### I/O pins on the die edge, run 1

Scale: 4 px per micron. Pins as bars across the die edge, other pins in grey.
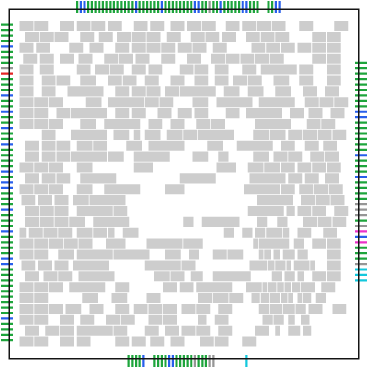
### Clock network drawn from the DEF, run 1

Scale: 6 px per micron.
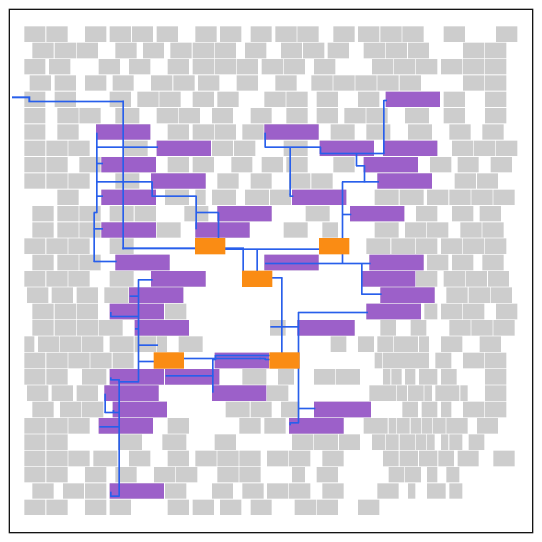
### Logic cells by family, run 1

Scale: 4 px per micron.
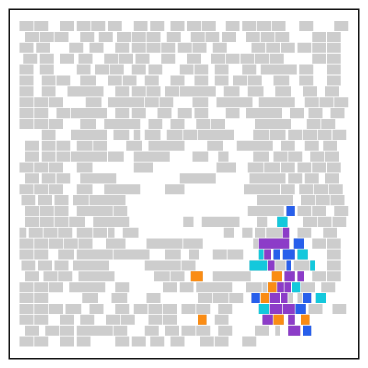
--- src/rtl/mux_stream_arb_if.sv ---
// Stream bundle between NUM_CH producers, the arbiter and one downstream consumer.
// The slave modport is the arbiter's view; master is the surrounding producer/consumer view.
interface mux_stream_arb_if #(
    parameter int NUM_CH = 4,
    parameter int DATA_W = 32
);
    localparam int SEL_W = $clog2(NUM_CH);

    logic [NUM_CH*DATA_W-1:0] in_data;
    logic [NUM_CH-1:0]        in_valid;
    logic [NUM_CH-1:0]        in_ready;
    logic [DATA_W-1:0]        out_data;
    logic [SEL_W-1:0]         out_ch;
    logic                     out_valid;
    logic                     out_ready;

    modport slave (
        input  in_data,
        input  in_valid,
        output in_ready,
        output out_data,
        output out_ch,
        output out_valid,
        input  out_ready
    );

    modport master (
        output in_data,
        output in_valid,
        input  in_ready,
        input  out_data,
        input  out_ch,
        input  out_valid,
        output out_ready
    );
endinterface

--- src/rtl/mux_stream_arb.sv ---
// NUM_CH:1 streaming mux with a registered output stage.
// Each cycle it grants either the channel picked by sel or the next valid channel in round-robin order.
module mux_stream_arb #(
    parameter int NUM_CH = 4,
    parameter int DATA_W = 32
) (
    input  logic                       clk,
    input  logic                       rst_n,
    input  logic                       mode,
    input  logic [$clog2(NUM_CH)-1:0]  sel,
    mux_stream_arb_if.slave            bus
);
    localparam int SEL_W = $clog2(NUM_CH);
    localparam logic [SEL_W:0]   NUM_CH_W = (SEL_W+1)'(NUM_CH);
    localparam logic [SEL_W-1:0] LAST_CH  = SEL_W'(NUM_CH - 1);

    logic [SEL_W-1:0]  rr_ptr;
    logic [DATA_W-1:0] out_data_q;
    logic [SEL_W-1:0]  out_ch_q;
    logic              out_valid_q;

    logic              can_load;
    logic              grant_valid;
    logic [SEL_W-1:0]  grant_idx;
    logic [DATA_W-1:0] grant_data;
    logic              transfer;
    logic [SEL_W:0]    cand_wide;
    logic [SEL_W-1:0]  cand;

    assign can_load = !out_valid_q || bus.out_ready;

    // No grant is issued while reset is held, so in_ready stays all-zero during reset.
    always_comb begin
        grant_valid = 1'b0;
        grant_idx   = '0;
        cand_wide   = '0;
        cand        = '0;
        if (rst_n) begin
            if (!mode) begin
                for (int i = 0; i < NUM_CH; i++) begin
                    if (sel == SEL_W'(i) && bus.in_valid[i]) begin
                        grant_valid = 1'b1;
                        grant_idx   = SEL_W'(i);
                    end
                end
            end else begin
                for (int k = 1; k <= NUM_CH; k++) begin
                    cand_wide = {1'b0, rr_ptr} + (SEL_W+1)'(k);
                    if (cand_wide >= NUM_CH_W) begin
                        cand_wide = cand_wide - NUM_CH_W;
                    end
                    cand = cand_wide[SEL_W-1:0];
                    if (!grant_valid && bus.in_valid[cand]) begin
                        grant_valid = 1'b1;
                        grant_idx   = cand;
                    end
                end
            end
        end
    end

    always_comb begin
        grant_data = '0;
        for (int i = 0; i < NUM_CH; i++) begin
            if (grant_idx == SEL_W'(i)) begin
                grant_data = bus.in_data[i*DATA_W +: DATA_W];
            end
        end
    end

    always_comb begin
        bus.in_ready = '0;
        for (int i = 0; i < NUM_CH; i++) begin
            bus.in_ready[i] = can_load && grant_valid && (grant_idx == SEL_W'(i));
        end
    end

    assign transfer = can_load && grant_valid;

    // A drain and a new load in the same cycle keep out_valid high for full throughput.
    always_ff @(posedge clk or negedge rst_n) begin
        if (!rst_n) begin
            out_data_q  <= '0;
            out_ch_q    <= '0;
            out_valid_q <= 1'b0;
        end else if (transfer) begin
            out_data_q  <= grant_data;
            out_ch_q    <= grant_idx;
            out_valid_q <= 1'b1;
        end else if (out_valid_q && bus.out_ready) begin
            out_valid_q <= 1'b0;
        end
    end

    // The pointer only advances on round-robin grants; static mode leaves it alone.
    always_ff @(posedge clk or negedge rst_n) begin
        if (!rst_n) begin
            rr_ptr <= LAST_CH;
        end else if (transfer && mode) begin
            rr_ptr <= grant_idx;
        end
    end

    assign bus.out_data  = out_data_q;
    assign bus.out_ch    = out_ch_q;
    assign bus.out_valid = out_valid_q;

    assert property (@(posedge clk) disable iff (!rst_n) $onehot0(bus.in_ready));
endmodule

--- src/flat_wrapper.sv ---
// flat-port wrapper written by rule: the top's interface ports become plain ports
module mux_stream_arb_flat 
#(
    parameter int NUM_CH = 4,
    parameter int DATA_W = 32
)
  (clk, rst_n, mode, sel, bus_in_data, bus_in_valid, bus_in_ready, bus_out_data, bus_out_ch, bus_out_valid, bus_out_ready);
  mux_stream_arb_if #(.NUM_CH(NUM_CH), .DATA_W(DATA_W)) bus_i ();
  input  logic clk;
  input  logic rst_n;
  input  logic mode;
  input  logic [$clog2(NUM_CH)-1:0] sel;
  input wire logic [$bits(bus_i.in_data)-1:0] bus_in_data;
  input wire logic [$bits(bus_i.in_valid)-1:0] bus_in_valid;
  output wire logic [$bits(bus_i.in_ready)-1:0] bus_in_ready;
  output wire logic [$bits(bus_i.out_data)-1:0] bus_out_data;
  output wire logic [$bits(bus_i.out_ch)-1:0] bus_out_ch;
  output wire logic [$bits(bus_i.out_valid)-1:0] bus_out_valid;
  input wire logic [$bits(bus_i.out_ready)-1:0] bus_out_ready;
  assign bus_i.in_data = bus_in_data;
  assign bus_i.in_valid = bus_in_valid;
  assign bus_in_ready = bus_i.in_ready;
  assign bus_out_data = bus_i.out_data;
  assign bus_out_ch = bus_i.out_ch;
  assign bus_out_valid = bus_i.out_valid;
  assign bus_i.out_ready = bus_out_ready;
  mux_stream_arb #(.NUM_CH(NUM_CH), .DATA_W(DATA_W)) u_core (.clk(clk), .rst_n(rst_n), .mode(mode), .sel(sel), .bus(bus_i));
endmodule
--- config.mk ---
export PLATFORM = sky130hd
export DESIGN_NAME = mux_stream_arb_flat
export DESIGN_NICKNAME = d
export VERILOG_FILES = /design/src/rtl/mux_stream_arb_if.sv /design/src/rtl/mux_stream_arb.sv /design/src/flat_wrapper.sv
export SDC_FILE = /design/constraint.sdc
export NUM_CORES = 1
export LEC_CHECK = 0
export CORE_MARGIN = 2
export CORE_UTILIZATION = 40
export CTS_CLUSTER_SIZE = 25
export DETAILED_ROUTE_END_ITERATION = 10
export HOLD_SLACK_MARGIN = 0.08
export PLACE_DENSITY = 0.93
export SLEW_MARGIN = 20
export SYNTH_ARGS = -nofsm -noshare
export SYNTH_HDL_FRONTEND = slang
export SYNTH_SLANG_ARGS = --single-unit
--- constraint.sdc ---
create_clock -name clk -period 6.69 [get_ports clk]
set_clock_uncertainty 0.15 [all_clocks]
set_input_delay 1.338 -clock clk [delete_from_list [all_inputs] [get_ports clk]]
set_output_delay 1.338 -clock clk [all_outputs]
set_load 0.005 [all_outputs]
==> ci_impl_report.md, run 1 <==
## Synthesis and layout report

| Metric | Value |
|---|---|
| Terminating pin of the worst hold path | `u_core.bus.out_data[27]$_DFFE_PN0N_` |
| Clk Latency, worst-skew pair | `0.27 ns` |
| Standby leakage power | `1.778 nW` |
| Worst slack at placement | `1.304 ns` |
| Layout cell share with drive strength beyond 1 | `13.73%` |
| Length of routed met2 wiring | `3982 microns` |
| Total Die Area | `7565 sq um` |
| Final routed wirelength across all metal layers | `7649 microns` |
| Number of instances in the placed design | `480` |
| Number of distinct library cells after synthesis | `34` |
| Wire length on met3 | `732 microns` |
| Type of the worst min-delay path | `flop to flop` |
| Largest cells by area | `sky130_fd_sc_hd__mux2i_1 (36%), sky130_fd_sc_hd__dfrtp_1 (32%), sky130_fd_sc_hd__mux2_2 (15%), sky130_fd_sc_hd__buf_4 (2.2%), sky130_fd_sc_hd__dfstp_2 (1.9%)` |
| Avg Synthesized Cell Area | `11.62 sq um` |
| Number of diodes | `0` |
| Total Neg Setup Slack | `0 ns` |
| Count of pins on the block boundary | `177` |
| Sum of routed wire segments on met1 | `2880 microns` |
| Number of vias per cell after detailed routing | `5.160` |
| Cells after Synth | `237` |
| Power per unit of standard cell area | `196.6 nW/um^2` |
| Synth area leader | `sky130_fd_sc_hd__mux2i_1` |
| TritonRoute pass-1 iters | `4` |
| Nets | `545` |
| ANT nets after route | `0` |
| Most used standard cells in the synthesized netlist | `sky130_fd_sc_hd__mux2i_1 (98), sky130_fd_sc_hd__mux2_2 (36), sky130_fd_sc_hd__dfrtp_1 (35)` |
| TritonCTS Buffers | `5` |
| Number of global-route vias before repair | `2536` |
| Result of the run | `finished clean` |
| Most common cell in the synthesized netlist | `sky130_fd_sc_hd__mux2i_1` |
| Drt drc | `0` |
| Layout Cell Area excl Fill | `4624 sq um` |
| Post-layout period usage of the worst path | `81.18%` |
| Slew at the pin closest to its max-slew limit | `0.5956 ns` |
| Slack of the worst reg-to-reg path | `3.75 ns` |
| Proportion of register bits with asynchronous set or reset after synthesis | `100.0%` |
| Peak clock frequency supported by timing | `0.1841 GHz` |
| # clock sinks | `37` |
| Setup-failing EPs final | `0` |
| Total cells reported by yosys after synthesis | `237` |
| Placement-stage cell area | `4538 sq um` |
| Yosys stat area | `2754 sq um` |
| Most used cell along the critical path | `sky130_fd_sc_hd__clkdlybuf4s50_1` |
| Total vias in the final route | `2518` |
| Crit path max fanout | `21` |
| Clock tree from TritonCTS | `yes` |
| Setup repair after global routing missed its margin | `no` |
| Peak supply drop | `0.1315 mV` |
| Fin crit period | `5.431 ns` |
| Initial antenna violation count | `0` |
| CP Capture Type | `primary output` |
| Maximum number of pins on one net before global-route repair | `38` |
| OpenROAD warning count | `26` |
| Number of slew-limit violations in the final report | `0` |
| Gp weighted congestion | `0.8694` |
| Detail-routed net length per standard cell | `15.67 microns` |
| Post-CTS Hold Buffers | `0` |
| Hold Vio Cnt, Final | `0` |
| Slowest stage delay, CP | `0.64 ns` |
| Top-area cell type share of the netlist area | `35.62%` |
| Filler Cells Inserted | `518` |
| Max-cap violations | `0` |
| Horizontal die dimension | `86.98 microns` |
| #FFs+latches synth | `37` |
| Final global-route overflow total | `0` |
| Floorplan die height | `86.98 microns` |
| Worst Path Class, Setup | `primary input to primary output` |
| Most instantiated flip-flop cell in the synthesis netlist | `sky130_fd_sc_hd__dfrtp_1` |
| Buffers inserted during post-CTS setup optimization | `0` |
| Uppermost signal routing layer after detailed routing | `met4` |
| Area of the core | `6719 sq um` |
| Setup WS post-layout | `1.259 ns` |
| Clk pin slew, worst setup/hold paths | `0.07 ns` |
| Data arrival time of the worst path | `3.94 ns` |
| Syn Nets | `375` |
| Warning count from the yosys run | `0` |
| Worst r2r dst | `u_core.bus.out_data[8]$_DFFE_PN0N_` |
| Floorplan-stage core utilization | `40.99%` |
| Violation tally from detailed-route iteration zero | `48` |
| Synth Cell Area | `2754 sq um` |
| R2R depth | `7` |
| Worst Hold Launch | `u_core.bus.out_data[27]$_DFFE_PN0N_` |
| Deepest clock path buffer count | `2` |
| Maximum level of the CTS H-tree | `2` |
| Share of the yosys chip area belonging to registers | `33.71%` |
| Count of buffers inserted at the top-level ports | `176` |
| Count of standard-cell rows | `30` |
| Cell with the biggest individual delay on the critical path | `sky130_fd_sc_hd__clkdlybuf4s50_1` |
| Worst Hold Depth | `1` |
| Post-CTS resize count | `0` |
| Area overhead of the layout relative to synthesis | `67.92%` |
| Total power after layout | `0.0009091 W` |
| Combined global-route utilization of all metal layers | `19.64%` |
| Half-perimeter wire length after detailed placement | `6226 microns` |
| Worst reg2reg path startpoint | `u_core.rr_ptr[1]$_DFFE_PN1P_` |
| Remaining max-slew budget at the tightest pin | `60.29%` |
| Number of flops mapped to enable cells by yosys | `0` |
| Clk Tree Root Cell | `sky130_fd_sc_hd__clkbuf_8` |
| Type of element launching the critical path | `primary input` |
| Worst path cell trace | `clkdlybuf4s50_1 > nor3b_1 > a311oi_1 > o221ai_1 > and3_2 > o2111a_1 > clkdlybuf4s50_1` |
| Data required time at the worst endpoint | `5.20 ns` |
| Global-route wire length before repair | `11790 microns` |
Back to the opening pictures, 'I/O pins on the die edge':
| port | colour | pins | direction | edge |
|---|---|---|---|---|
| bus_in_valid | cyan | 4 | input | 3 right, 1 bottom |
| rst_n | red | 1 | input | left |
| bus_out_data | blue | 32 | output | 13 left, 11 top, 5 right, 3 bottom |
| sel | magenta | 2 | input | right |
| bus_in_data | green | 128 | input | 44 left, 42 top, 26 right, 16 bottom |
all pins by edge: 59 left, 54 top, 41 right, 23 bottom

Back to the opening pictures, 'Clock network drawn from the DEF':
[flip-flops] purple | count: 37
[clock wires] blue | length: 439 microns
[clock drivers] orange | count: 5
routed clock nets: 6

Back to the opening pictures, 'Logic cells by family':
| family | colour | cells | where |
|---|---|---|---|
| and/or cells | orange | 7 | lower right |
| aoi and oai cells | purple | 15 | lower right |
| nor cells | cyan | 8 | lower right |
| nand cells | blue | 9 | lower right |
proportion of cell area occupied by multi-input gates: 36.53%
Top cell excl fill/tap: sky130_fd_sc_hd__clkdlybuf4s50_1
final instance count without filler cells: 488

[run 1: routing by layer]
metal	global-route usage [%]	vias to the layer above
met5	0	-
met4	3.835	0
met3	6.825	6
met2	36.29	118
met1	21.69	1170
li1	-	1224
[run 1: placed cells by master, fill, tap and decap left out, drive strengths merged, types with 2 or more instances in the layout]
master	instances
a21oi	3
mux2i	98
clkdlybuf4s50	175
mux2	37
or3	2
o211ai	2
clkinv	2
nor2	2
clkbuf	5
dfrtp	35
nand2b	4
o21ai	5
nor3b	5
and3	3
inv	5
dfstp	2
nand3b	2
buf	7
[run 1: sequential cells by signal (all words and copies together) (netlist names)]
| signal | flops |
|---|---|
| u_core.bus.out_data | 32 |
| u_core.bus.out_valid | 1 |
| u_core.rr_ptr | 2 |
| u_core.bus.out_ch | 2 |
[run 1: cells by family (layout without fill, tap and decap cells)]
family | count (synthesis) | count (layout) | share of synthesized area [%]
and+or+nand+nor | 24 | 24 | 5.679
AOI/OAI and AO/OA | 17 | 17 | 4.180
buffers and inverters | 24 | 195 | 5.679
DFF | 37 | 37 | 33.71
muxes | 135 | 135 | 50.75
[run 1: area by class of cell]
cell class	instances	area [sq um]	share of cell area [%]
well taps	80	100.1	2.164
clock buffers	5	68.82	1.488
repair buffers	182	1802	38.96
flip-flops and latches	37	928.4	20.08
inverters	5	18.77	0.4058
clock inverters	3	17.52	0.3788
multi-input cells	176	1689	36.53
[run 1: power by group]
part	total (W)	internal [W]	switching (W)
logic	0.000429	0.000287	0.000142
registers	0.000332	0.000292	0.0000401
clock network	0.000148	0.0000718	0.0000765
total	0.000909	0.000650	0.000259
[run 1: worst max-delay path, delay by kind of cell]
| family | cells | cell delay (ns) |
|---|---|---|
| buffers and inverters | 2 | 1.15 |
| AOI/OAI and AO/OA | 3 | 0.56 |
| and+or+nand+nor | 2 | 0.89 |
[run 1: per-stage QoR]
stage	hold slack, ns	utilization, %
global placement	0.3189	67.54
finish	0.3571	68.83
detailed placement	0.3443	67.54
CTS	0.3612	68.83
floorplan	0.3328	-
global route	0.3764	68.83
[run 1: how the worst max path moves through the flow]
stage,start,end,slack (ns),cells after the start
finish,bus_in_valid[3],bus_in_ready[1],1.26,7
floorplan,bus_in_valid[3],bus_in_ready[3],2.37,8
global placement,bus_in_valid[3],bus_in_ready[1],1.43,7
CTS,bus_in_valid[3],bus_in_ready[1],1.29,7
global route,bus_in_valid[3],bus_in_ready[1],1.11,7
detailed placement,bus_in_valid[3],bus_in_ready[1],1.30,7
### Clock routing, run 1

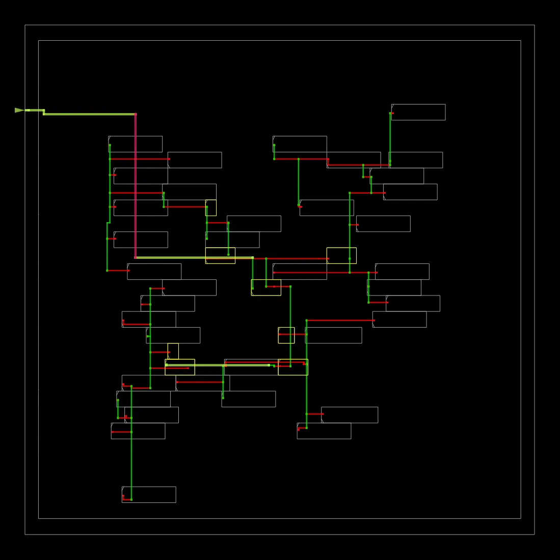

==> run 2, diff against run 1 <==
--- a/config.mk
+++ b/config.mk
@@ -6,11 +6,11 @@
 export NUM_CORES = 1
 export LEC_CHECK = 0
 export CORE_MARGIN = 2
-export CORE_UTILIZATION = 40
+export CORE_UTILIZATION = 37
 export CTS_CLUSTER_SIZE = 25
 export DETAILED_ROUTE_END_ITERATION = 10
 export HOLD_SLACK_MARGIN = 0.08
-export PLACE_DENSITY = 0.93
+export PLACE_DENSITY = 0.88
 export SLEW_MARGIN = 20
 export SYNTH_ARGS = -nofsm -noshare
 export SYNTH_HDL_FRONTEND = slang
==> constraint.sdc (replaced) <==
create_clock -name clk -period 5.5 [get_ports clk]
set_clock_uncertainty 0.15 [all_clocks]
set_input_delay 1.1 -clock clk [delete_from_list [all_inputs] [get_ports clk]]
set_output_delay 1.1 -clock clk [all_outputs]
set_load 0.005 [all_outputs]
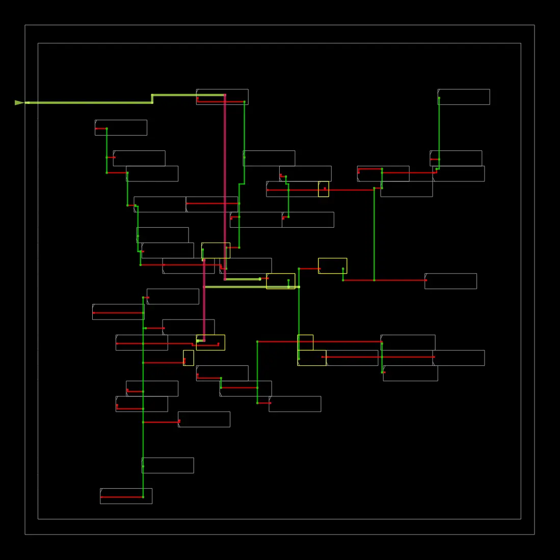
*Clock routing, run 2*
Clk Latency, worst-skew pair: 0.27 ns
TritonCTS Buffers: 5

==> run 2 against run 1 <==
  * Synthesized cell count is the same
  * Sequential cell count is the same
  * Count of clock-buffer cells in the layout stayed put
  * Critical path type unchanged
  * Critical endpoint unchanged
  * Largest cell class unchanged
  * Largest power group unchanged
  * Highest routed layer unchanged
==> ci_impl_report.md, run 2 <==
## Synthesis and layout report

| Metric | Value |
|---|---|
| Synth Cell Area | `2754 sq um` |
| Combined buffer and inverter count along the critical path | `2` |
| Final instance count without filler cells | `507` |
| Floorplan-stage core utilization | `38.17%` |
| Number of global-route vias before repair | `2696` |
| Hold Vio Cnt, Final | `0` |
| Maximum level of the CTS H-tree | `2` |
| Cell depth of the worst setup path | `7` |
| Type of element launching the critical path | `primary input` |
| Worst path cell trace | `clkdlybuf4s50_1 > nor3b_1 > a311oi_1 > o221ai_1 > and3_2 > o2111a_1 > clkdlybuf4s50_1` |
| Floorplan die height | `90.27 microns` |
| Final routed wirelength across all metal layers | `8165 microns` |
| Data arrival time of the worst path | `3.60 ns` |
| Most used cell along the critical path | `sky130_fd_sc_hd__clkdlybuf4s50_1` |
| Violation tally from detailed-route iteration zero | `40` |
| Slack of the worst reg-to-reg path | `2.58 ns` |
| Half-perimeter wire length after detailed placement | `6604 microns` |
| Drt drc | `0` |
| Largest cells by area | `sky130_fd_sc_hd__mux2i_1 (36%), sky130_fd_sc_hd__dfrtp_1 (32%), sky130_fd_sc_hd__mux2_2 (15%), sky130_fd_sc_hd__buf_4 (2.2%), sky130_fd_sc_hd__dfstp_2 (1.9%)` |
| Number of vias per cell after detailed routing | `5.020` |
| Clk pin slew, worst setup/hold paths | `0.08 ns` |
| Gp weighted congestion | `0.8205` |
| Area of the core | `7214 sq um` |
| Total cells reported by yosys after synthesis | `237` |
| Clock tree from TritonCTS | `yes` |
| Power per unit of standard cell area | `239.1 nW/um^2` |
| Warning count from the yosys run | `0` |
| Global-route wire length before repair | `13080 microns` |
| Total Neg Setup Slack | `0 ns` |
| Number of distinct library cells after synthesis | `34` |
| Nets | `545` |
| Total vias in the final route | `2545` |
| Combined global-route utilization of all metal layers | `19.79%` |
| Worst setup path start | `bus_in_valid[3]` |
| Number of diodes | `0` |
| Count of pins on the block boundary | `177` |
| #FFs+latches synth | `37` |
| Top cell excl fill/tap | `sky130_fd_sc_hd__clkdlybuf4s50_1` |
| Setup repair after global routing missed its margin | `no` |
| Filler Cells Inserted | `606` |
| Total Die Area | `8149 sq um` |
| Post-CTS resize count | `0` |
| Final global-route overflow total | `0` |
| Placement-stage cell area | `4562 sq um` |
| Setup-failing EPs final | `0` |
| Initial antenna violation count | `0` |
| Most common cell in the synthesized netlist | `sky130_fd_sc_hd__mux2i_1` |
| Layout cell share with drive strength beyond 1 | `13.73%` |
| CP Capture Type | `primary output` |
| Data required time at the worst endpoint | `4.25 ns` |
| Critical Path End | `bus_in_ready[1]` |
| Deepest clock path buffer count | `2` |
| Type of the worst min-delay path | `flop to flop` |
| Number of slew-limit violations in the final report | `0` |
| Family with the most delay on the worst path | `buffers and inverters` |
| Worst r2r dst | `u_core.bus.out_data[13]$_DFFE_PN0N_` |
| ANT nets after route | `0` |
| Fin crit period | `4.851 ns` |
| Commonest non-fill, non-tap cells in the layout | `sky130_fd_sc_hd__clkdlybuf4s50_1 (175), sky130_fd_sc_hd__mux2i_1 (98), sky130_fd_sc_hd__mux2_2 (36)` |
| Worst reg2reg path startpoint | `u_core.rr_ptr[1]$_DFFE_PN1P_` |
| Peak supply drop | `0.1149 mV` |
| Remaining max-slew budget at the tightest pin | `59.86%` |
| Peak clock frequency supported by timing | `0.2062 GHz` |
| Horizontal die dimension | `90.27 microns` |
| Buffers inserted during post-CTS setup optimization | `0` |
| Max-cap violations | `0` |
| Slew at the pin closest to its max-slew limit | `0.6021 ns` |
| Yosys stat area | `2754 sq um` |
| Result of the run | `finished clean` |
| Clk Tree Root Cell | `sky130_fd_sc_hd__clkbuf_8` |
| Slowest stage delay, CP | `0.65 ns` |
| Number of instances in the placed design | `499` |
| Max FFs per register | `32` |
| Proportion of register bits with asynchronous set or reset after synthesis | `100.0%` |
| Avg Synthesized Cell Area | `11.62 sq um` |
| Most used standard cells in the synthesized netlist | `sky130_fd_sc_hd__mux2i_1 (98), sky130_fd_sc_hd__mux2_2 (36), sky130_fd_sc_hd__dfrtp_1 (35)` |
| Post-CTS Hold Buffers | `0` |
| Synth area leader | `sky130_fd_sc_hd__mux2i_1` |
| Cell with the biggest individual delay on the critical path | `sky130_fd_sc_hd__clkdlybuf4s50_1` |
| Standby leakage power | `1.778 nW` |
| Maximum number of pins on one net before global-route repair | `37` |
| Util after Layout | `64.43%` |
| OpenROAD warning count | `26` |
| Post-layout period usage of the worst path | `88.20%` |
| TritonRoute pass-1 iters | `4` |
| Crit path max fanout | `22` |
| Number of flops mapped to enable cells by yosys | `0` |
| Count of standard-cell rows | `31` |
| Top-area cell type share of the netlist area | `35.62%` |
| Footprint of the flip-flops and latches | `928.4 sq um` |
run 2: cell counts in the layout (fill, tap and decap cells not counted):
Identical to the previous run, type by type.
run 2: cell families (layout without fill, tap and decap cells):
| logic type | count (synthesis) | count (layout) | share of synthesized area, % |
|---|---|---|---|
| mux | 135 | 135 | 50.75 |
| flops | 37 | 37 | 33.71 |
| compound gates | 17 | 17 | 4.180 |
| simple gates | 24 | 24 | 5.679 |
| buf+inv | 24 | 195 | 5.679 |
run 2: how the worst min path moves through the flow:
stage,startpoint,endpoint,depth (start not counted)
after floorplan,u_core.bus.out_ch[1]$_DFFE_PN0N_,u_core.bus.out_ch[1]$_DFFE_PN0N_,1
after global placement,u_core.bus.out_ch[1]$_DFFE_PN0N_,u_core.bus.out_ch[1]$_DFFE_PN0N_,1
after detailed placement,u_core.bus.out_ch[1]$_DFFE_PN0N_,u_core.bus.out_ch[1]$_DFFE_PN0N_,1
after CTS,u_core.bus.out_ch[1]$_DFFE_PN0N_,u_core.bus.out_ch[1]$_DFFE_PN0N_,1
after global routing,u_core.bus.out_ch[1]$_DFFE_PN0N_,u_core.bus.out_ch[1]$_DFFE_PN0N_,1
final,u_core.bus.out_ch[1]$_DFFE_PN0N_,u_core.bus.out_ch[1]$_DFFE_PN0N_,1
run 2: area by class of cell:
| cell class | instances | area share, % |
|---|---|---|
| multi-input cells | 176 | 36.34 |
| inverters | 5 | 0.4038 |
| well taps | 99 | 2.665 |
| clock buffers | 5 | 1.480 |
| clock inverters | 3 | 0.3769 |
| flip-flops and latches | 37 | 19.97 |
| repair buffers | 182 | 38.76 |
run 2: power by group:
part	switching [W]	total, W	internal (W)
combinational	0.000175	0.000524	0.000349
sequential	0.0000490	0.000403	0.000354
clock	0.0000963	0.000184	0.0000875
run 2: per-layer routing:
metal,global-route usage [%],vias to the layer above,share of wire (%)
met5,0,-,0
met1,20.91,1210,37
met2,38.22,101,54
met4,4.615,0,0.98
met3,5.927,9,7.5
li1,-,1225,-
run 2: worst reg2reg max path, delay by kind of cell (launching register included):
| kind | cells | cell delay, ns |
|---|---|---|
| multiplexers | 3 | 0.71 |
| flip-flops | 1 | 0.66 |
| buffers and inverters | 1 | 0.55 |
| AND/OR/NAND/NOR | 2 | 0.44 |
| AND-OR/OR-AND | 1 | 0.31 |
run 2: metrics by stage:
step / total power, W / worst slack, ns
floorplan: 0.0006257 / 1.658
global placement: 0.0009222 / 0.6938
detailed placement: 0.0009381 / 0.6453
CTS: 0.001128 / 0.6463
global route: 0.001185 / 0.5312
finish: 0.001111 / 0.6492
Power and IR drop assume default switching activity.
